--- src/rtl/encoder_4to2_reg.sv ---
// Registered 4-to-2 priority encoder.
// Turns a 4-bit request vector into the 2-bit index of the winning request
// plus a valid flag. The winner is the highest set bit when MSB_PRIORITY=1
// and the lowest set bit when MSB_PRIORITY=0. Both outputs are registered,
// giving one cycle of latency. Consumers must qualify e with v, because
// e=00 with v=0 (no request) is not the same as request 0 winning.
module encoder_4to2_reg #(
   parameter int MSB_PRIORITY = 1
) (
   input  logic       clk,
   input  logic       rst,
   input  logic [3:0] i,
   output logic [1:0] e,
   output logic       v
);

   logic [1:0] w_e_next;
   logic       w_v_next;
   logic [1:0] r_e;
   logic       r_v;

   // Winner selection; an all-zero request falls through to index 00
   always_comb begin
      w_e_next = '0;
      w_v_next = |i;
      if (MSB_PRIORITY != 0) begin
         if (i[3])      w_e_next = 2'b11;
         else if (i[2]) w_e_next = 2'b10;
         else if (i[1]) w_e_next = 2'b01;
         else           w_e_next = 2'b00;
      end else begin
         if (i[0])      w_e_next = 2'b00;
         else if (i[1]) w_e_next = 2'b01;
         else if (i[2]) w_e_next = 2'b10;
         else if (i[3]) w_e_next = 2'b11;
         else           w_e_next = 2'b00;
      end
   end

   // Output registers load every cycle; synchronous reset clears them
   always_ff @(posedge clk) begin
      if (rst) begin
         r_e <= '0;
         r_v <= 1'b0;
      end else begin
         r_e <= w_e_next;
         r_v <= w_v_next;
      end
   end

   assign e = r_e;
   assign v = r_v;

endmodule

--- config.mk ---
export PLATFORM = sky130hd
export DESIGN_NAME = encoder_4to2_reg
export DESIGN_NICKNAME = d
export VERILOG_FILES = /design/src/rtl/encoder_4to2_reg.sv
export SDC_FILE = /design/constraint.sdc
export NUM_CORES = 1
export LEC_CHECK = 0
export CORE_AREA = 5 5 42 44
export DETAILED_ROUTE_END_ITERATION = 16
export DIE_AREA = 0 0 47 49
export GPL_TIMING_DRIVEN = 1
export PLACE_DENSITY = 0.41
export SLEW_MARGIN = 20
export SYNTH_ARGS = -nofsm -noshare
export SYNTH_HDL_FRONTEND = slang
export SYNTH_SLANG_ARGS = --single-unit
--- constraint.sdc ---
create_clock -name clk -period 0.8 [get_ports clk]
set_clock_uncertainty 0.1 [all_clocks]
set_input_delay 0.16 -clock clk [delete_from_list [all_inputs] [get_ports clk]]
set_output_delay 0.16 -clock clk [all_outputs]
set_load 0.005 [all_outputs]
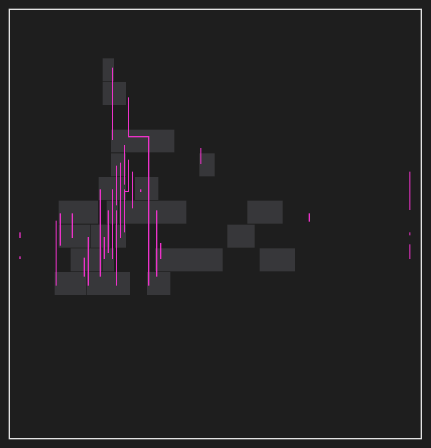
(signal wires on met2)
Cells faint in the background.
The layer holds 43% of the routed length. 25 nets have wire on it. The layer carries 135 um of wire.
wire length reported by the detailed router: 315 um
routed vias: 113
grt met2 use: 4.299%

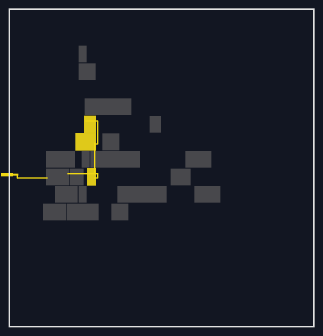
(port wiring)
Yellow shows rst, direction input, edge left, end cells 3, buffers 1, wire 22.1 um.
number of port buffers: 8
I/O pin count: 9

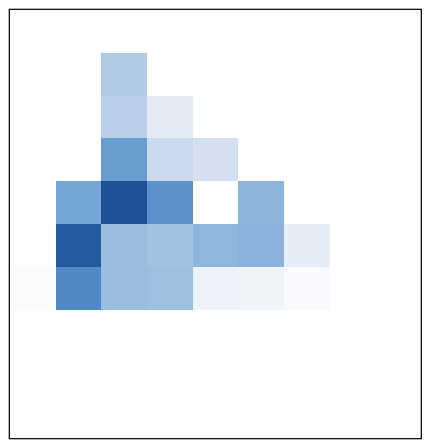
(cell area per tile)
The die is cut into 9 by 10 equal tiles; white is low, dark blue is high, 0 to 100% covered.
The densest ninth of the die: left middle. 2.2% of the tiles are over 75% full. The mean over all tiles is 9.2%.
initial cell density of the core: 6.786%
core occupancy in the finished layout: 16.61%
placeable core area: 0.001401 mm^2

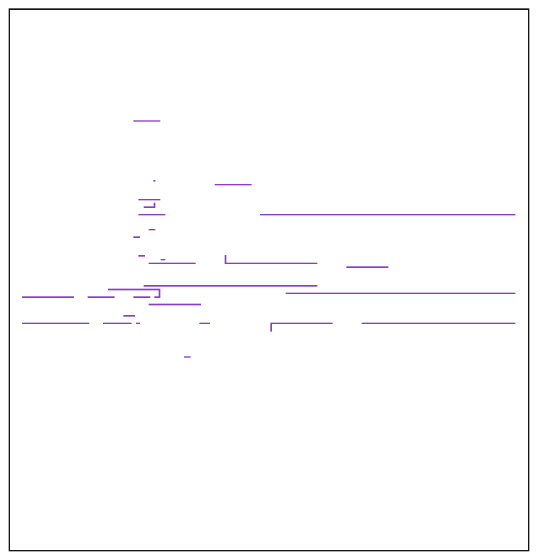
(met1 routing)
22 nets have wire on it. The longest straight run is 23.0 um. The layer holds 44% of the routed length. The wires run mostly horizontal.
met1 global-route usage: 3.297%

## kinds of logic (layout without fill, tap and decap cells)
kind of cell / count (synthesis) / in the layout / share of synthesized area, %
AND-OR/OR-AND: 2 / 2 / 14.47
buffers and inverters: 1 / 13 / 3.944
flip-flops: 3 / 3 / 63.16
AND/OR/NAND/NOR: 4 / 4 / 18.42
## registers in the layout (all words and copies together) (netlist names)
signal,flops
e,2
v,1
## through the flow
step,TNS [ps],setup WS (ps),instances
floorplan,0,229.7,10
global placement,-1327,-253.3,34
detailed placement,-1468,-263.0,34
CTS,-326.8,-110.3,38
global route,-385.5,-133.6,38
finish,-288.0,-97.73,38
## report_power, final
group / total [uW] / leakage (uW) / switching, uW / internal [uW]
Sequential: 165 / 0.0000254 / 3.43 / 162
Clock: 257 / 0.0000150 / 70.3 / 186
Combinational: 63.3 / 0.0000693 / 21.9 / 41.4
Total: 485 / 0.000110 / 95.7 / 390
## how the worst min path moves through the flow
stage	start	to	cells past startpoint	slack, ps
after floorplan	rst	e[0]$_SDFF_PP0_	1	120
after global placement	i[3]	e[0]$_SDFF_PP0_	3	640
after detailed placement	i[3]	e[0]$_SDFF_PP0_	3	660
after CTS	i[1]	e[0]$_SDFF_PP0_	3	290
after global routing	i[2]	e[1]$_SDFF_PP0_	3	160
final	i[2]	e[1]$_SDFF_PP0_	3	120
## what timing repair did
item | in CTS | in global routing
pin swaps | 0 | 1
setup endpoints to repair | 4 | 5
hold endpoints to repair | 0 | 0
gates cloned | 0 | 0
gates resized | 13 | 7
## final cells by class
class | count | area (um^2)
Tap cell | 16 | 20.02
Timing Repair Buffer | 8 | 78.83
Multi-Input combinational cell | 6 | 41.29
Inverter | 1 | 3.754
Clock buffer | 4 | 26.28
Sequential cell | 3 | 62.56
Fill cell | 164 | 1169
==> flow_summary.html <==
<h2>Implementation results</h2>
<table>
<tr><th>Metric</th><th>Value</th></tr>
<tr><th colspan="2">Hold path</th></tr>
<tr><td>Classification of the worst-slack hold path</td><td>in2reg</td></tr>
<tr><th colspan="2">Clock network</th></tr>
<tr><td># H-tree levels</td><td>1</td></tr>
<tr><th colspan="2">Final timing</th></tr>
<tr><td>Worst-case setup margin in the final layout</td><td>-97.73 ps</td></tr>
<tr><td>Final Hold Violating Endpoints</td><td>0</td></tr>
<tr><td>Finish-stage setup viols</td><td>3</td></tr>
<tr><td>Slew Limit Fails</td><td>0</td></tr>
<tr><th colspan="2">Setup path</th></tr>
<tr><td>Count of cell instances traversed by the critical path</td><td>1</td></tr>
<tr><td>Delay of the slowest cell on the worst path</td><td>310 ps</td></tr>
<tr><td>Slowest cell on crit path</td><td>sky130_fd_sc_hd__dfxtp_2</td></tr>
<tr><th colspan="2">Status</th></tr>
<tr><td>Status</td><td>finished, violations left</td></tr>
<tr><td>Failing checks</td><td>negative setup slack</td></tr>
<tr><th colspan="2">Job</th></tr>
<tr><td>Maxcap violations</td><td>0</td></tr>
<tr><th colspan="2">Drt</th></tr>
<tr><td>Average wire per standard cell</td><td>8.289 um</td></tr>
<tr><td>Wire length on met3</td><td>between 40 and 50 um</td></tr>
<tr><th colspan="2">Global routing</th></tr>
<tr><td>Pin count of the biggest net entering global routing</td><td>4</td></tr>
<tr><td>Via count of the first global-routing pass</td><td>144</td></tr>
<tr><th colspan="2">Synth</th></tr>
<tr><td>Ys cells</td><td>10</td></tr>
<tr><td>Post-synthesis sequential element count</td><td>3</td></tr>
<tr><td>Post-Syn Area</td><td>between 90 and 100 um^2</td></tr>
<tr><td>Post-synth seq share</td><td>between 60% and 70%</td></tr>
</table>
Power figures rest on the tool's default switching activity, not on a simulated workload.
